<file path="config.mk">
export PLATFORM = sky130hd
export DESIGN_NAME = vga_scan_ctrl
export DESIGN_NICKNAME = d
export VERILOG_FILES = /design/src/rtl/vga_pkg.sv /design/src/rtl/vga_sync_counter.sv /design/src/rtl/vga_scan_ctrl.sv
export SDC_FILE = /design/constraint.sdc
export NUM_CORES = 1
export LEC_CHECK = 0
export ABC_CLOCK_PERIOD_IN_PS = 2300
export CORE_ASPECT_RATIO = 0.8
export CORE_MARGIN = 1
export CORE_UTILIZATION = 41
export DETAILED_ROUTE_END_ITERATION = 7
export GPL_TIMING_DRIVEN = 0
export SETUP_SLACK_MARGIN = 0.3
export SLEW_MARGIN = 20
export SYNTH_ARGS = -nofsm -noshare
export SYNTH_HDL_FRONTEND = slang
export SYNTH_SLANG_ARGS = --single-unit
export TNS_END_PERCENT = 30
</file>
<file path="constraint.sdc">
create_clock -name clk -period 2.3 [get_ports clk]
set_input_delay 0.46 -clock clk [delete_from_list [all_inputs] [get_ports clk]]
set_output_delay 0.46 -clock clk [all_outputs]
set_load 0.005 [all_outputs]
</file>
<file path="src/rtl/vga_pkg.sv">
// Shared VGA timing defaults, pixel colour type and RGB332 expansion helper
// for the raster scan-out slice.
package vga_pkg;

  localparam int unsigned H_ACTIVE = 640;
  localparam int unsigned H_FP     = 16;
  localparam int unsigned H_SYNC   = 96;
  localparam int unsigned H_BP     = 48;
  localparam int unsigned V_ACTIVE = 480;
  localparam int unsigned V_FP     = 10;
  localparam int unsigned V_SYNC   = 2;
  localparam int unsigned V_BP     = 33;
  localparam logic        SYNC_POL = 1'b0;

  localparam int unsigned H_TOTAL = H_ACTIVE + H_FP + H_SYNC + H_BP;
  localparam int unsigned V_TOTAL = V_ACTIVE + V_FP + V_SYNC + V_BP;

  typedef struct packed {
    logic [3:0] r;
    logic [3:0] g;
    logic [3:0] b;
  } rgb444_t;

  // Widen each field by replicating its MSBs so full-scale stays full-scale.
  function automatic rgb444_t rgb332_to_444(input logic [7:0] c);
    rgb444_t p;
    p.r = {c[7:5], c[7]};
    p.g = {c[4:2], c[4]};
    p.b = {c[1:0], c[1:0]};
    return p;
  endfunction

endpackage

</file>
<file path="src/rtl/vga_sync_counter.sv">
// Horizontal/vertical raster counters with registered sync and display-enable
// decode; everything advances only on pixel clock-enable ticks.
module vga_sync_counter #(
  parameter int unsigned H_ACTIVE = vga_pkg::H_ACTIVE,
  parameter int unsigned H_FP     = vga_pkg::H_FP,
  parameter int unsigned H_SYNC   = vga_pkg::H_SYNC,
  parameter int unsigned H_BP     = vga_pkg::H_BP,
  parameter int unsigned V_ACTIVE = vga_pkg::V_ACTIVE,
  parameter int unsigned V_FP     = vga_pkg::V_FP,
  parameter int unsigned V_SYNC   = vga_pkg::V_SYNC,
  parameter int unsigned V_BP     = vga_pkg::V_BP,
  parameter logic        SYNC_POL = vga_pkg::SYNC_POL
) (
  input  logic                                                 clk,
  input  logic                                                 rst,
  input  logic                                                 pix_ce,
  output logic [$clog2(H_ACTIVE+H_FP+H_SYNC+H_BP)-1:0]         h_cnt,
  output logic [$clog2(V_ACTIVE+V_FP+V_SYNC+V_BP)-1:0]         v_cnt,
  output logic                                                 line_end,
  output logic                                                 v_last,
  output logic                                                 hblank_start,
  output logic                                                 pix_active,
  output logic                                                 hsync,
  output logic                                                 vsync,
  output logic                                                 active
);
  import vga_pkg::*;

  localparam int unsigned H_TOT = H_ACTIVE + H_FP + H_SYNC + H_BP;
  localparam int unsigned V_TOT = V_ACTIVE + V_FP + V_SYNC + V_BP;
  localparam int unsigned HW    = $clog2(H_TOT);
  localparam int unsigned VW    = $clog2(V_TOT);

  localparam logic [HW-1:0] H_LAST   = HW'(H_TOT - 1);
  localparam logic [HW-1:0] H_VIS    = HW'(H_ACTIVE);
  localparam logic [HW-1:0] H_PRE    = HW'(H_ACTIVE - 1);
  localparam logic [HW-1:0] HS_START = HW'(H_ACTIVE + H_FP);
  localparam logic [HW-1:0] HS_END   = HW'(H_ACTIVE + H_FP + H_SYNC);

  localparam logic [VW-1:0] V_LAST   = VW'(V_TOT - 1);
  localparam logic [VW-1:0] V_VIS    = VW'(V_ACTIVE);
  localparam logic [VW-1:0] VS_START = VW'(V_ACTIVE + V_FP);
  localparam logic [VW-1:0] VS_END   = VW'(V_ACTIVE + V_FP + V_SYNC);

  logic in_hsync;
  logic in_vsync;

  always_comb begin
    line_end     = (h_cnt == H_LAST);
    v_last       = (v_cnt == V_LAST);
    hblank_start = (h_cnt == H_PRE);
    pix_active   = (h_cnt < H_VIS) && (v_cnt < V_VIS);
    in_hsync     = (h_cnt >= HS_START) && (h_cnt < HS_END);
    in_vsync     = (v_cnt >= VS_START) && (v_cnt < VS_END);
  end

  // Sync/enable are sampled from the pre-tick counters, giving one tick of
  // latency that lines them up with the registered RGB in the top level.
  always_ff @(posedge clk or negedge rst) begin
    if (!rst) begin
      h_cnt  <= '0;
      v_cnt  <= '0;
      hsync  <= ~SYNC_POL;
      vsync  <= ~SYNC_POL;
      active <= 1'b0;
    end else if (pix_ce) begin
      hsync  <= in_hsync ? SYNC_POL : ~SYNC_POL;
      vsync  <= in_vsync ? SYNC_POL : ~SYNC_POL;
      active <= pix_active;
      if (line_end) begin
        h_cnt <= '0;
        v_cnt <= v_last ? '0 : v_cnt + VW'(1);
      end else begin
        h_cnt <= h_cnt + HW'(1);
      end
    end
  end

endmodule

</file>
<file path="src/rtl/vga_scan_ctrl.sv">
// VGA timing generator and scan-out: prefetches the next row index for the
// GPU core, captures its result word once per line and paints four colour bands.
module vga_scan_ctrl #(
  parameter int unsigned H_ACTIVE = vga_pkg::H_ACTIVE,
  parameter int unsigned H_FP     = vga_pkg::H_FP,
  parameter int unsigned H_SYNC   = vga_pkg::H_SYNC,
  parameter int unsigned H_BP     = vga_pkg::H_BP,
  parameter int unsigned V_ACTIVE = vga_pkg::V_ACTIVE,
  parameter int unsigned V_FP     = vga_pkg::V_FP,
  parameter int unsigned V_SYNC   = vga_pkg::V_SYNC,
  parameter int unsigned V_BP     = vga_pkg::V_BP,
  parameter logic        SYNC_POL = vga_pkg::SYNC_POL
) (
  input  logic        clk,
  input  logic        rst,
  input  logic        pix_ce,
  input  logic [31:0] gpu_data,
  output logic [7:0]  o_y,
  output logic [7:0]  o_time,
  output logic        hsync,
  output logic        vsync,
  output logic [3:0]  vga_r,
  output logic [3:0]  vga_g,
  output logic [3:0]  vga_b,
  output logic        active
);
  import vga_pkg::*;

  localparam int unsigned H_TOT = H_ACTIVE + H_FP + H_SYNC + H_BP;
  localparam int unsigned V_TOT = V_ACTIVE + V_FP + V_SYNC + V_BP;
  localparam int unsigned HW    = $clog2(H_TOT);
  localparam int unsigned VW    = $clog2(V_TOT);

  localparam logic [VW-1:0] V_VIS   = VW'(V_ACTIVE);
  localparam logic [HW-1:0] BAND_1  = HW'(H_ACTIVE / 4);
  localparam logic [HW-1:0] BAND_2  = HW'(H_ACTIVE / 2);
  localparam logic [HW-1:0] BAND_3  = HW'((3 * H_ACTIVE) / 4);

  logic [HW-1:0] h_cnt;
  logic [VW-1:0] v_cnt;
  logic          line_end;
  logic          v_last;
  logic          hblank_start;
  logic          pix_active;

  logic [31:0]   line_word;
  logic [VW-1:0] next_v;
  logic [7:0]    band_byte;
  rgb444_t       pix_rgb;
  rgb444_t       rgb_q;

  vga_sync_counter #(
    .H_ACTIVE (H_ACTIVE),
    .H_FP     (H_FP),
    .H_SYNC   (H_SYNC),
    .H_BP     (H_BP),
    .V_ACTIVE (V_ACTIVE),
    .V_FP     (V_FP),
    .V_SYNC   (V_SYNC),
    .V_BP     (V_BP),
    .SYNC_POL (SYNC_POL)
  ) u_sync (
    .clk          (clk),
    .rst          (rst),
    .pix_ce       (pix_ce),
    .h_cnt        (h_cnt),
    .v_cnt        (v_cnt),
    .line_end     (line_end),
    .v_last       (v_last),
    .hblank_start (hblank_start),
    .pix_active   (pix_active),
    .hsync        (hsync),
    .vsync        (vsync),
    .active       (active)
  );

  always_comb begin
    next_v = v_last ? '0 : v_cnt + VW'(1);
  end

  always_comb begin
    band_byte = line_word[7:0];
    if (h_cnt < BAND_1) begin
      band_byte = line_word[31:24];
    end else if (h_cnt < BAND_2) begin
      band_byte = line_word[23:16];
    end else if (h_cnt < BAND_3) begin
      band_byte = line_word[15:8];
    end
    pix_rgb = rgb332_to_444(band_byte);
  end

  // Row index is published at the start of horizontal blank so the core has
  // the whole blanking interval to produce the word captured at line end.
  always_ff @(posedge clk or negedge rst) begin
    if (!rst) begin
      o_y <= '0;
    end else if (pix_ce && hblank_start) begin
      o_y <= (next_v < V_VIS) ? 8'(next_v >> 1) : '0;
    end
  end

  always_ff @(posedge clk or negedge rst) begin
    if (!rst) begin
      line_word <= '0;
      o_time    <= '0;
      rgb_q     <= '0;
    end else if (pix_ce) begin
      rgb_q <= pix_active ? pix_rgb : '0;
      if (line_end) begin
        line_word <= gpu_data;
        if (v_last) begin
          o_time <= o_time + 8'd1;
        end
      end
    end
  end

  assign vga_r = rgb_q.r;
  assign vga_g = rgb_q.g;
  assign vga_b = rgb_q.b;

endmodule
</file>
==> results.txt, run 1 <==
Numbers from the implementation run.

The number of cells on the worst reg-to-reg path is 7. The mux cell area share after synthesis is 0.00300. The power report attributes to the clock group a share of 0.476.

The power in combinational cells is 0.000337 W. The power dissipated by switching net loads is 0.000804 W. According to the timing report, the arrival time at the worst endpoint equals roughly 2400 ps. The timing report gives the biggest stage delay along the critical path as around 600 ps.

For this block, the initial DRC count from the detailed router was 149. The tool flagged a number of max-cap violations equal to 0. The flow inserted 112 tap cells. The horizontal die dimension reported for this design is 109 um.

The number of nets with antenna violations after detailed routing is 0. In this build the clock could be raised as far as 458 MHz. For this run, design rule violations remaining after detail routing come to 0. Switching power as a fraction of the total was reported as 0.229. The largest net degree at the start of global routing is 43. The CTS root buffer is clkbuf_16. The clock-pin slew of the registers on the worst-case setup and hold paths is 60 ps.

The run finished with clean final reports. The first-pass GRT wire length is 15700 um. The final period demand of the worst path is 2180 ps.

The fraction of the mapped netlist area in simple logic gates is 0.233. The power consumed by sequential cells is about 0.0015 W. The power density over the cells is around 650 mW/mm2.

STA lists the endpoint of the worst register-to-register path as o_time[3]. For the pin with the worst max-slew slack, the measured transition is 858 ps. The cell type with the highest aggregate area in the netlist is dfrtp_1. Buffers placed on the I/O ports in this run total 65. The commonest cells after synthesis are nand2_1, dfrtp_1, nor2_1, clkbuf_1, xnor2_1.
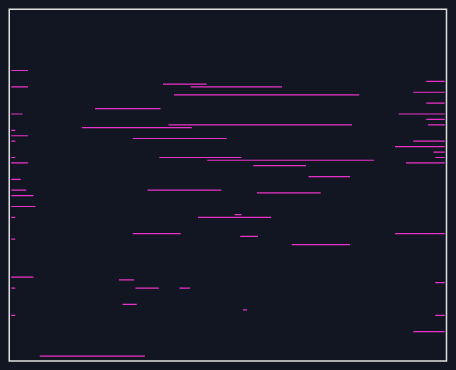
Figure 1: run 1, signal wires on met3.
Drawn at 4 px/um.
wire length on this layer: 538 um
share of all routed wire: 5.6%
main direction: horizontal
nets with wire on the layer: 49
longest straight run: 46.0 um
final wirelength: 9650 um
vias after detailed routing: 3191

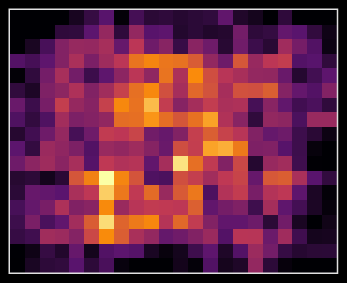
Figure 2: run 1, signal metal coverage by tile.
Drawn at 3 px/um. The die is cut into 22 by 18 equal tiles; black is low, pale yellow is high, scaled to the fullest tile. Values are wire area over tile area, all layers added.
mean over tiles: 0.16
tiles over half the peak: 21%
nearly empty tiles: 7.8%
densest ninth of the die: centre
fullest tile: 0.49
per-cell routed wire length: 15.5 um
total global routing track utilization: 0.220

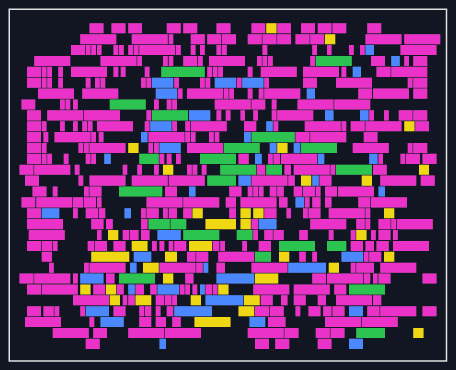
Figure 3: run 1, cell sizes after repair.
Drawn at 4 px/um.
legend:
  x1 and smaller:
    colour: magenta
    cells: 399
    share: 78%
    most_used: nand2_1
  x2:
    colour: blue
    cells: 49
    share: 9.6%
    most_used: clkbuf_2
  x6 and larger:
    colour: green
    cells: 24
    share: 4.7%
    most_used: clkbuf_16
  x3 and x4:
    colour: yellow
    cells: 37
    share: 7.3%
    most_used: buf_4
Non-Filler Cell Area, Final: 0.00538 mm2
crit path setup slack, layout: 117 ps
synthesis-to-finish area growth: 43.5%

==> run 1 -> run 2 <==
- CTS_CLUSTER_DIAMETER: unset -> 30
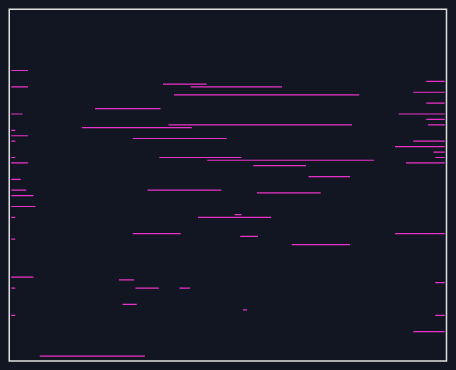
Figure 4: run 2, signal wires on met3.
Drawn at 4 px/um.
wire length on this layer: 538 um
nets with wire on the layer: 49
main direction: horizontal
share of all routed wire: 5.6%
longest straight run: 46.0 um
met3 usage in global routing: 0.0573

==> results.txt, run 2 <==
Numbers from the implementation run.

Of the total power, the clock network draws 0.476. The count of routing violations after the opening detailed-route iteration is 149. The first global-routing pass estimated around 16000 um of wire. The power consumed by sequential cells is 0.00150 W. The flow reported a cell area power density of around 650 mW/mm2. Entering global routing, the biggest net connects 43 pins. The total DRC errors in the routed layout is 0. The fraction of the mapped netlist area in simple logic gates is 0.233. The maximum fanout along the worst path is 6. The CTS root buffer is clkbuf_16.

The number of nets with antenna violations after detailed routing is 0. The detailed router reported a total wirelength of 9650 um. For the completed layout, the total cell area is recorded as 0.00538 mm2.

The slew at the pin closest to its max-slew limit is 858 ps. Per the final report, the share of cell area in non-clock buffers is 0.206. Switching power as a fraction of the total was reported as 0.229. In the final design, more cell area goes to sequential cells than to any other class. The highest clock rate this design can be run at is 458 MHz. The die extent in x is 109 um. The synthesis run shows the most used standard cells to be nand2_1, dfrtp_1, nor2_1, clkbuf_1, xnor2_1. The power dissipated by switching net loads is 0.000804 W.

Dividing the detail-routed wire length by the instance count gives around 16 um. The count of filler cells inserted in the layout is about 750. Clock-pin slew was measured on the worst setup and hold paths at roughly 60 ps. After synthesis, the mean cell area works out to 9.24 um2. The stage delay of the slowest cell on the critical path is 600 ps. The flow ran to the end, and the final reports show no timing, DRC or antenna violations.

The worst path setup slack after routing is 117 ps. The final period demand of the worst path is 2180 ps. Per the placement log, port buffering inserted 65 buffers. The area growth from synthesis to final layout is 43.5%. Summing over every cut layer, the via total after detailed routing is 3191. The gate-level netlist out of Yosys references 45 unique cell types. The portion of synthesized area spent on multiplexers is 0.00300.

The cell type with the highest aggregate area in the netlist is dfrtp_1. The yosys warning tally is 0. The number of cells on the worst reg-to-reg path is 7. According to the tapcell log, the count of inserted taps is 112. The number of max-capacitance violations reported is 0.

The flow reports power dissipated in combinational cells as 0.000337 W. On the critical path the data arrives at approximately 2400 ps. Using the TritonRoute via totals, the vias-per-cell ratio works out to 5.14.
==> run 2 -> run 3 <==
- CTS_CLUSTER_SIZE: unset -> 14
- PLACE_DENSITY: unset -> 0.72
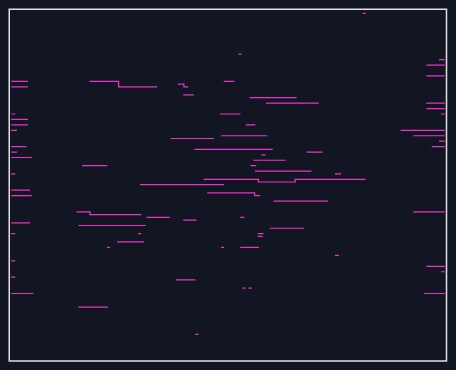
Figure 5: run 3, signal wires on met3.
Drawn at 4 px/um.
wire length on this layer: 406 um
nets with wire on the layer: 55
longest straight run: 20.7 um
share of all routed wire: 4.0%
vias after detailed routing: 3317
final wirelength: 10200 um
met3 usage in global routing: 0.0558

==> results.txt, run 3 <==
Numbers from the implementation run.

The run finished with clean final reports. The power report puts the net switching power at ~0.00085 W. The synthesized area per cell is between 9 and 10 um2. The number of cells on the worst reg-to-reg path is 9. Input and output buffers added on the ports amount to 65.

The routed length per instance is about 16 um. Clock-pin slew was measured on the worst setup and hold paths at around 60 ps. The well-tap cell count is 112.

Per STA, the highest per-stage delay on the worst path measures 520 ps. The count of routing violations after the opening detailed-route iteration is between 150 and 200. The root buffer cell chosen for the clock tree is clkbuf_16.

After routing the design area is around 0.0054 mm2. After synthesis, the netlist uses 45 different library cells. The yosys warning tally is 0.

For this run, the detailed router reports a per-instance via density of 5.25. The power in combinational cells is 0.000406 W. The number of nets with antenna violations after detailed routing is 0. The first global-routing pass estimated around 16000 um of wire. The total routing usage reported by global routing is 0.229. The layout report lists the non-clock buffer share of cell area as 0.212.
Power figures rest on the tool's default switching activity, not on a simulated workload.
